run_1/cell_density.png
Scale bar: 20 um. The die is cut into 10 by 10 equal tiles; dark blue is low, red is high, 0 to 100% covered.
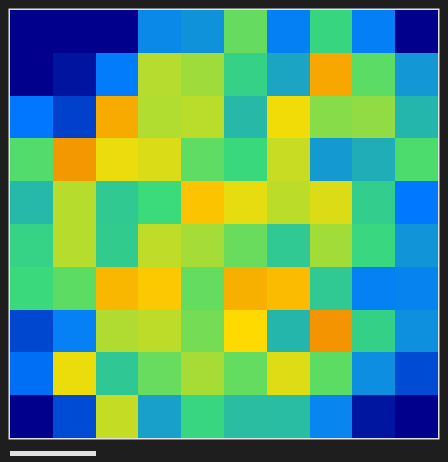
run_1/metal_density.png
Scale bar: 20 um. The die is cut into 20 by 20 equal tiles; dark blue is low, red is high, scaled to the fullest tile. Values are wire area over tile area, all layers added.
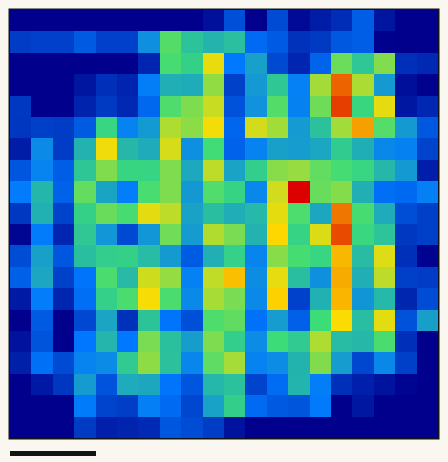
run_1/congestion.png
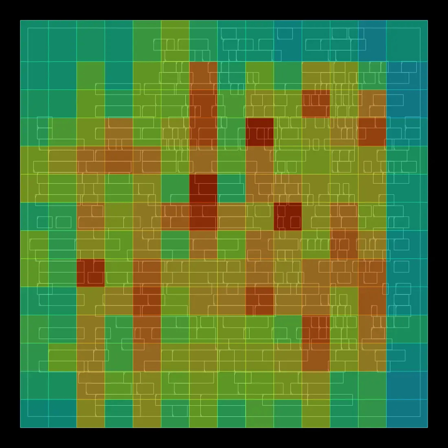
--- src/rtl/hazard_issue_ctrl.sv ---
// In-order issue controller: buffers up to 8 instruction bytes, then issues them with RAW stall bubbles.
// Optional macro HAZARD_FORWARDING_EN: only lw-use at distance 1 stalls; otherwise writers at distance 1 and 2 stall.
module hazard_issue_ctrl (
  input  logic       clk,
  input  logic       rst,
  input  logic       in_valid,
  input  logic [7:0] in_instr,
  output logic       in_ready,
  input  logic       start,
  output logic       issue_valid,
  output logic [7:0] issue_instr,
  output logic       issue_bubble,
  input  logic       issue_ready,
  output logic       busy,
  output logic       done,
  output logic [7:0] stall_count
);

  localparam logic [1:0] ST_LOAD  = 2'd0;
  localparam logic [1:0] ST_ISSUE = 2'd1;
  localparam logic [1:0] ST_DONE  = 2'd2;

  typedef struct packed {
    logic       wvalid;
    logic [2:0] wreg;
    logic       is_lw;
  } sb_entry_t;

  logic [1:0] state_q, state_d;
  logic [3:0] count_q, count_d;
  logic [2:0] ptr_q, ptr_d;
  logic [7:0] stall_q, stall_d;
  sb_entry_t  age1_q, age1_d;
  sb_entry_t  age2_q, age2_d;
  logic [7:0] buf_q [8];
  logic [7:0] buf_d [8];

  logic [7:0] cur_instr;
  logic [1:0] opc;
  logic [2:0] fa, fb;
  logic       rd_fa, rd_fb, wr_fa, cur_lw;
  logic       hazard;
  logic       load_acc;

  function automatic logic reads_match(input sb_entry_t e, input logic rfa, input logic rfb,
                                       input logic [2:0] ra, input logic [2:0] rb);
    return e.wvalid && ((rfa && (e.wreg == ra)) || (rfb && (e.wreg == rb)));
  endfunction

  always_comb begin
    cur_instr = buf_q[ptr_q];
    opc       = cur_instr[7:6];
    fa        = cur_instr[5:3];
    fb        = cur_instr[2:0];
    rd_fa     = (opc == 2'b01) || (opc == 2'b10);
    rd_fb     = (opc != 2'b00);
    wr_fa     = (opc == 2'b11) || (opc == 2'b01);
    cur_lw    = (opc == 2'b11);
`ifdef HAZARD_FORWARDING_EN
    // ALU results forward; only a load one slot back cannot be bypassed.
    hazard = age1_q.is_lw && reads_match(age1_q, rd_fa, rd_fb, fa, fb);
`else
    hazard = reads_match(age1_q, rd_fa, rd_fb, fa, fb) ||
             reads_match(age2_q, rd_fa, rd_fb, fa, fb);
`endif
  end

  always_comb begin
    in_ready     = (state_q == ST_LOAD) && (count_q < 4'd8);
    issue_valid  = (state_q == ST_ISSUE);
    issue_bubble = issue_valid && hazard;
    issue_instr  = (issue_valid && !hazard) ? cur_instr : 8'h00;
    busy         = (state_q == ST_ISSUE);
    done         = (state_q == ST_DONE);
    stall_count  = stall_q;
    load_acc     = in_valid && in_ready;
  end

  always_comb begin
    state_d = state_q;
    count_d = count_q;
    ptr_d   = ptr_q;
    stall_d = stall_q;
    age1_d  = age1_q;
    age2_d  = age2_q;
    buf_d   = buf_q;
    case (state_q)
      ST_LOAD: begin
        if (load_acc) begin
          buf_d[count_q[2:0]] = in_instr;
          count_d             = count_q + 4'd1;
        end
        // A start in the same cycle as the first accept still counts as a non-empty program.
        if ((count_d == 4'd8) || (start && (count_d != 4'd0))) begin
          state_d = ST_ISSUE;
          ptr_d   = 3'd0;
          stall_d = 8'd0;
          age1_d  = '0;
          age2_d  = '0;
        end
      end
      ST_ISSUE: begin
        if (issue_ready) begin
          age2_d = age1_q;
          if (hazard) begin
            age1_d = '0;
            if (stall_q != 8'hFF) stall_d = stall_q + 8'd1;
          end else begin
            age1_d = '{wvalid: wr_fa, wreg: fa, is_lw: cur_lw};
            ptr_d  = ptr_q + 3'd1;
            if ({1'b0, ptr_q} == (count_q - 4'd1)) state_d = ST_DONE;
          end
        end
      end
      ST_DONE: begin
        state_d = ST_LOAD;
        count_d = 4'd0;
      end
      default: begin
        state_d = ST_LOAD;
        count_d = 4'd0;
      end
    endcase
  end

  always_ff @(posedge clk) begin
    if (rst) begin
      state_q <= ST_LOAD;
      count_q <= 4'd0;
      ptr_q   <= 3'd0;
      stall_q <= 8'd0;
      age1_q  <= '0;
      age2_q  <= '0;
    end else begin
      state_q <= state_d;
      count_q <= count_d;
      ptr_q   <= ptr_d;
      stall_q <= stall_d;
      age1_q  <= age1_d;
      age2_q  <= age2_d;
    end
  end

  always_ff @(posedge clk) begin
    buf_q <= buf_d;
  end

endmodule

--- config.mk ---
export PLATFORM = sky130hd
export DESIGN_NAME = hazard_issue_ctrl
export DESIGN_NICKNAME = d
export VERILOG_FILES = /design/src/rtl/hazard_issue_ctrl.sv
export SDC_FILE = /design/constraint.sdc
export NUM_CORES = 1
export LEC_CHECK = 0
export ABC_CLOCK_PERIOD_IN_PS = 4800
export CORE_MARGIN = 1.5
export CORE_UTILIZATION = 45
export DETAILED_ROUTE_END_ITERATION = 8
export SLEW_MARGIN = 30
export SYNTH_ARGS = -nofsm -noshare
export SYNTH_HDL_FRONTEND = slang
export SYNTH_SLANG_ARGS = --single-unit
--- constraint.sdc ---
create_clock -name clk -period 4.8 [get_ports clk]
set_clock_uncertainty 0.05 [all_clocks]
set_input_delay 0.48 -clock clk [delete_from_list [all_inputs] [get_ports clk]]
set_output_delay 0.48 -clock clk [all_outputs]
set_load 0.02 [all_outputs]
==> Flow_metrics.wiki, run 1 <==
=== Physical design figures ===
{| class="wikitable"
! Metric !! Value
|-
| Die extent in y || 99.8 um
|-
| Drc violations || 0
|-
| Yosys top cell by instances || sky130_fd_sc_hd__edfxtp_1
|-
| Yosys Instances || 338
|-
| Clock slew seen by the registers of the worst setup and hold paths || 0.09 ns
|-
| Dominant cell type by area after synthesis || sky130_fd_sc_hd__edfxtp_1
|-
| Worst-Margin Slew || 0.925 ns
|-
| #FFs+latches synth || 89
|-
| Count of library flops with an enable pin || 64
|-
| Worst Path Class, Setup || reg2out
|-
| Count of cells resized by post-cts repair || 0
|-
| Top achievable clock speed || 0.223 GHz
|-
| Critical path startpoint category || flip-flop
|-
| Highest signal layer in the routed design || met4
|-
| Dominant flop cell || sky130_fd_sc_hd__edfxtp_1
|-
| Post-synth cell types || 65
|-
| PwrDens || 371 nW/um^2
|-
| Die X || 99.8 um
|-
| Category of the worst setup path capture point || output port
|-
| Cell types with the highest counts after synthesis || sky130_fd_sc_hd__edfxtp_1 (64), sky130_fd_sc_hd__dfxtp_1 (25), sky130_fd_sc_hd__nor2_1 (22), sky130_fd_sc_hd__nand2_1 (21), sky130_fd_sc_hd__nor3_1 (18)
|-
| Number of warnings the tools reported || 27
|-
| Largest net degree at the start of global routing || 17
|-
| Clock tree from TritonCTS || yes
|-
| Main area contributors || sky130_fd_sc_hd__edfxtp_1 (46%), sky130_fd_sc_hd__dfxtp_1 (12%), sky130_fd_sc_hd__mux2i_1 (3.3%)
|-
| Crit-path slowest cell || sky130_fd_sc_hd__dfxtp_1
|-
| Met2 Wirelength || 4280 um
|-
| Worst Hold Class || reg2reg
|-
| Ant diodes || 0
|-
| Final standard cell area without fillers || 4790 sq um
|-
| Placed cell areas || 4620 sq um
|-
| Area growth syn-to-layout || 13.6%
|-
| Area of the mapped netlist || 4220 sq um
|-
| Post-CTS setup repair buffer count || 0
|-
| Count of final hold-check violations || 0
|-
| Layout cells sized above 1 || 0.142
|-
| Net count reported at finish || 386
|-
| Status || completed
|}
## Picture notes: cell_density.png
fullest tile	83%
emptiest ninth of the die	top left
nearly empty tiles	7.0%
mean over tiles	47%
tiles over 75% full	10%
Core Util at FP: 0.461
Placeable Area: 9150 sq um
Final Util: 0.523

## Picture notes: metal_density.png
emptiest ninth of the die	top left
nearly empty tiles	14%
densest ninth of the die	middle
tiles over half the peak	22%
mean over tiles	0.14
via count: 2,772
total routed wirelength: 8940 um
routed wirelength normalized by instance count: 18.5 um

## Picture notes: congestion.png
total routing usage reported by global routing: 0.187
busiest layer in global routing: met2
met2 track demand over resource in global routing: 0.305

run 1: worst paths after layout:
path	startpoint	to	slack [ns]	cells past startpoint
setup / recovery	ptr_q[0]	issue_instr[7]	0.31	9
hold / removal	age2_q[4]	age2_q[4]	0.42	2
setup reg to reg	ptr_q[0]	state_q[1]	1.42	8
hold reg to reg	age2_q[4]	age2_q[4]	0.42	2
run 1: final cells by class:
class,instances,area (sq um)
repair buffers,37,360
well taps,111,139
fillers,806,4360
multi-input cells,222,1660
flip-flops and latches,89,2420
clock inverters,7,46.3
inverters,9,33.8
clock buffers,9,124
run 1: worst max-delay path, delay by kind of cell, from the launching register on:
kind                       cells  cell delay, ns
and+or+nand+nor                3            0.60
adders and majority gates      1            0.31
DFF                            1            0.71
muxes                          2            0.89
buffers and inverters          2            0.86
AOI/OAI and AO/OA              1            0.24
run 1: routing by layer:
metal / global-route usage / vias up
li1: - / 1351
met3: 0.0279 / 10
met2: 0.305 / 51
met4: 0.0715 / 0
met5: 0 / -
met1: 0.254 / 1360
run 1: through the flow:
step	total power [W]	util	hold slack, ns	instances	worst slack (ns)
2_1_floorplan	0.00120	-	0.386	338	1.53
3_3_place_gp	0.00134	0.504	0.400	468	0.751
3_5_place_dp	0.00134	0.504	0.411	468	0.701
4_1_cts	0.00179	0.523	0.423	484	0.312
5_1_grt	0.00186	0.523	0.438	484	0.112
6_report	0.00178	0.523	0.425	484	0.306
run 1: kinds of logic (layout without fill, tap and decap cells):
kind of cell / Yosys count / after routing / share of synthesized area
simple gates: 112 / 112 / 0.151
flops: 89 / 89 / 0.574
compound gates: 63 / 63 / 0.112
mux: 30 / 30 / 0.0890
buf+inv: 27 / 62 / 0.0341
xor+xnor: 12 / 12 / 0.0249
fa+ha+maj: 5 / 5 / 0.0148
run 1: where the power goes:
part	switching (W)	internal [W]
registers	0.0000340	0.000859
logic	0.000269	0.000162
clock network	0.000265	0.000187
total	0.000568	0.00121
run 1: registers in the layout, summed over array words and instances, names as in the netlist:
signal       cells
age1_q           4
count_q          4
ptr_q            3
stall_count      8
age2_q           4
state_q          2
buf_q           64
run 1: cells in the final DEF, fill, tap and decap left out, types with 6 or more instances in the layout:
cell type / count
sky130_fd_sc_hd__inv_1: 9
sky130_fd_sc_hd__nand2_1: 21
sky130_fd_sc_hd__nor3_1: 16
sky130_fd_sc_hd__clkdlybuf4s50_1: 33
sky130_fd_sc_hd__mux2i_1: 14
sky130_fd_sc_hd__nor2_1: 21
sky130_fd_sc_hd__a31o_2: 7
sky130_fd_sc_hd__edfxtp_1: 64
sky130_fd_sc_hd__clkbuf_8: 9
sky130_fd_sc_hd__a21oi_1: 11
sky130_fd_sc_hd__o21ai_0: 6
sky130_fd_sc_hd__xor2_1: 11
sky130_fd_sc_hd__dfxtp_1: 25
sky130_fd_sc_hd__nand3_1: 13
==> inputs of run 2 (changes only) <==
--- a/config.mk
+++ b/config.mk
@@ -7,8 +7,10 @@
 export LEC_CHECK = 0
 export ABC_CLOCK_PERIOD_IN_PS = 4800
 export CORE_MARGIN = 1.5
-export CORE_UTILIZATION = 45
+export CORE_UTILIZATION = 50
+export CTS_CLUSTER_SIZE = 20
 export DETAILED_ROUTE_END_ITERATION = 8
+export PLACE_DENSITY = 0.7
 export SLEW_MARGIN = 30
 export SYNTH_ARGS = -nofsm -noshare
 export SYNTH_HDL_FRONTEND = slang
run_2/congestion.png
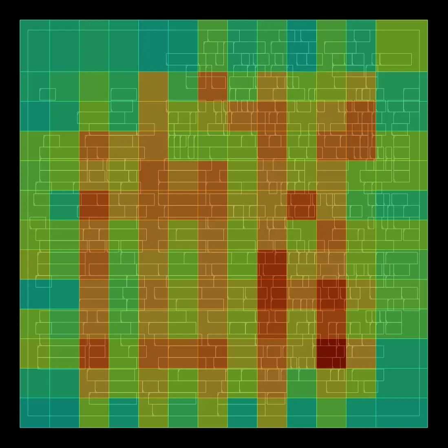
total routing usage reported by global routing: 0.204
routed wirelength normalized by instance count: 17.7 um
Final Util: 0.587

run_2/metal_density.png
Scale bar: 20 um. The die is cut into 19 by 19 equal tiles; dark blue is low, red is high, scaled to the fullest tile. Values are wire area over tile area, all layers added.
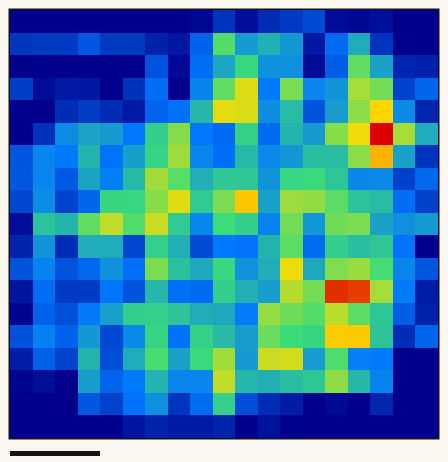
fullest tile	0.51
tiles over half the peak	17%
mean over tiles	0.15
via count: 2,801
total routed wirelength: 8410 um

run_2/placement_by_type.png
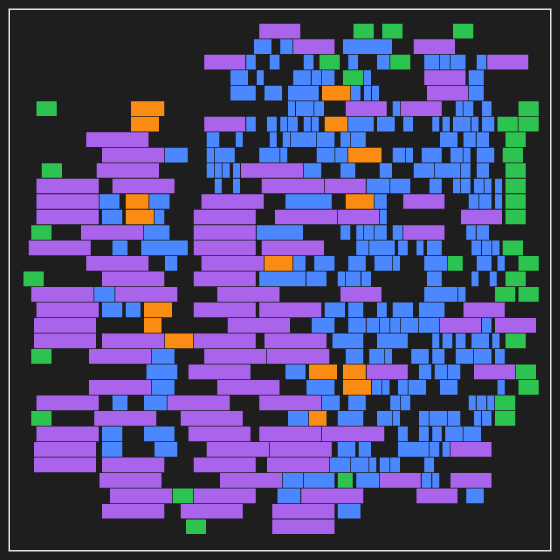
colour	class	cells	share of their area
blue	combinational and other logic	231	36%
green	other buffers and delay cells	35	7.4%
orange	clock drivers and dummy loads	16	4.4%
purple	flops	89	52%
fraction of area in registers: 0.505
Placeable Area: 8180 sq um
final standard cell area without fillers: 4800 sq um
total number of placement rows: 33

==> run 2 against run 1 <==
  * Synthesized cell count did not move
  * Maximum frequency grew 2.6%
  * Flip-flop count unchanged
  * Critical path depth is the same
  * Hold slack improved by 0.011 ns
  * Clock power grew 13%
  * First-iteration DRC count rose by 36%
  * Die size is 9.7% lower
  * Utilization up 6.4 points
==> Flow_metrics.wiki, run 2 <==
=== Physical design figures ===
{| class="wikitable"
! Metric !! Value
|-
| Count of max-cap constraint violations || 0 (unchanged)
|-
| Register with the most flip-flops || buf_q (unchanged)
|-
| Pins Over Slew Limit || 0 (unchanged)
|-
| CP Depth || 9 (unchanged)
|-
| Category of the worst setup path capture point || output port (unchanged)
|-
| Most instantiated logic cells after routing || sky130_fd_sc_hd__edfxtp_1 (64), sky130_fd_sc_hd__clkdlybuf4s50_1 (33), sky130_fd_sc_hd__dfxtp_1 (25), sky130_fd_sc_hd__nor2_1 (22), sky130_fd_sc_hd__nand2_1 (21) (was sky130_fd_sc_hd__edfxtp_1 (64), sky130_fd_sc_hd__clkdlybuf4s50_1 (33), sky130_fd_sc_hd__dfxtp_1 (25), sky130_fd_sc_hd__nand2_1 (21), sky130_fd_sc_hd__nor2_1 (21))
|-
| Area of the mapped netlist || 4220 sq um (unchanged)
|-
| Dominant flop cell || sky130_fd_sc_hd__edfxtp_1 (unchanged)
|-
| Critical path startpoint category || flip-flop (unchanged)
|-
| Busiest layer in global routing || met2 (unchanged)
|-
| Post-synth cell types || 65 (unchanged)
|-
| Die X || 94.8 um (was 99.8 um)
|-
| Crit-path slowest cell || sky130_fd_sc_hd__dfxtp_1 (unchanged)
|-
| Net count reported at finish || 384 (was 386)
|-
| Number of standard cells in the layout, taps in and fillers out || 476 (was 484)
|-
| DP Cell Count || 460 (was 468)
|-
| Fillcell total || 668 (was 806)
|-
| Clock slew seen by the registers of the worst setup and hold paths || 0.10 ns (was 0.09 ns)
|-
| Count of final hold-check violations || 0 (unchanged)
|-
| Worst-Margin Slew || 0.872 ns (was 0.925 ns)
|-
| Antenna violations before repair || 0 (unchanged)
|-
| Status || completed (unchanged)
|-
| Number of buffers and inverters on the critical path || 2 (unchanged)
|-
| Post-CTS setup repair buffer count || 0 (unchanged)
|-
| Count of library flops with an enable pin || 64 (unchanged)
|-
| PwrDens || 381 nW/um^2 (was 371 nW/um^2)
|-
| Clock tree from TritonCTS || yes (unchanged)
|-
| Worst Path Class, Setup || reg2out (unchanged)
|-
| Yosys top cell by instances || sky130_fd_sc_hd__edfxtp_1 (unchanged)
|-
| #FFs+latches synth || 89 (unchanged)
|-
| Ant diodes || 0 (unchanged)
|-
| Worst Hold Class || reg2reg (unchanged)
|-
| Number of nets still failing antenna checks after routing || 0 (unchanged)
|-
| Global Route met1 Usage || 0.277 (was 0.254)
|-
| Area growth syn-to-layout || 13.9% (was 13.6%)
|-
| Family of cells with the greatest summed delay on the critical path || multiplexers (unchanged)
|-
| Main area contributors || sky130_fd_sc_hd__edfxtp_1 (46%), sky130_fd_sc_hd__dfxtp_1 (12%), sky130_fd_sc_hd__mux2i_1 (3.3%) (unchanged)
|-
| R2R Path End || state_q[1] (unchanged)
|-
| Global Route met3 Usage || 0.0314 (was 0.0279)
|-
| Die extent in y || 94.8 um (was 99.8 um)
|-
| Number of warnings the tools reported || 27 (unchanged)
|-
| Core Util at FP || 0.516 (was 0.461)
|-
| Number of cells on the worst reg-to-reg path || 8 (unchanged)
|-
| CTS H-tree lvls || 3 (unchanged)
|-
| Cell types with the highest counts after synthesis || sky130_fd_sc_hd__edfxtp_1 (64), sky130_fd_sc_hd__dfxtp_1 (25), sky130_fd_sc_hd__nor2_1 (22), sky130_fd_sc_hd__nand2_1 (21), sky130_fd_sc_hd__nor3_1 (18) (unchanged)
|-
| Top achievable clock speed || 0.228 GHz (was 0.223 GHz)
|-
| Dominant cell type by area after synthesis || sky130_fd_sc_hd__edfxtp_1 (unchanged)
|-
| Start point of the critical path || ptr_q[0] (unchanged)
|}
run 2: cells by family after synthesis:
family                   count (synthesis)  synth area share
AND/OR/NAND/NOR                        112             0.151
multiplexers                            30            0.0890
flip-flops                              89             0.574
buffers and inverters                   27            0.0341
adder cells (fa/ha/maj)                  5            0.0148
XOR/XNOR                                12            0.0249
AND-OR/OR-AND                           63             0.112
run 2: worst min path at each step:
stage	from	to	slack, ns	cells past startpoint
after floorplan	age2_q[4]	age2_q[4]	0.39	2
after global placement	age2_q[4]	age2_q[4]	0.41	2
after detailed placement	age2_q[4]	age2_q[4]	0.42	2
after CTS	age2_q[4]	age2_q[4]	0.43	2
after global routing	age2_q[4]	age2_q[4]	0.47	2
final	age2_q[4]	age2_q[4]	0.44	2
run 2: cell type report:
cell class / count / area [sq um] / share of cell area
Multi-Input combinational cell: 222 / 1660 / 0.346
Clock buffer: 9 / 124 / 0.0258
Tap cell: 105 / 131 / 0.0274
Timing Repair Buffer: 35 / 345 / 0.0719
Sequential cell: 89 / 2420 / 0.505
Inverter: 9 / 33.8 / 0.00704
Clock inverter: 7 / 83.8 / 0.0175
run 2: layer usage:
layer	up-vias	share of wire
met2	88	0.48
met3	11	0.051
met1	1349	0.46
met5	-	0
met4	0	0.013
li1	1353	-
run 2: worst register-to-register path, stage by stage, from the launching register on:
cell	delay (ns)
sky130_fd_sc_hd__dfxtp_1	0.71
sky130_fd_sc_hd__mux4_2	0.60
sky130_fd_sc_hd__mux2i_1	0.31
sky130_fd_sc_hd__ha_1	0.30
sky130_fd_sc_hd__and4b_1	0.20
sky130_fd_sc_hd__a22o_1	0.24
sky130_fd_sc_hd__nand3b_1	0.31
sky130_fd_sc_hd__or3_1	0.44
sky130_fd_sc_hd__nor3_1	0.13
run 2: report_power, final:
group          switching (W)  internal, W
sequential         0.0000330     0.000859
combinational       0.000264     0.000161
clock               0.000301     0.000209
run 2: through the flow:
stage	worst slack [ns]	total power (W)	hold WS [ns]	area [sq um]	utilization
3_5_place_dp	0.768	0.00133	0.415	4590	0.562
2_1_floorplan	1.53	0.00120	0.386	4220	-
6_report	0.418	0.00183	0.435	4800	0.587
5_1_grt	0.137	0.00192	0.469	4800	0.587
3_3_place_gp	0.796	0.00133	0.408	4590	0.562
4_1_cts	0.364	0.00184	0.430	4800	0.587
No activity file was given, so power comes from the tool's default toggle rates.
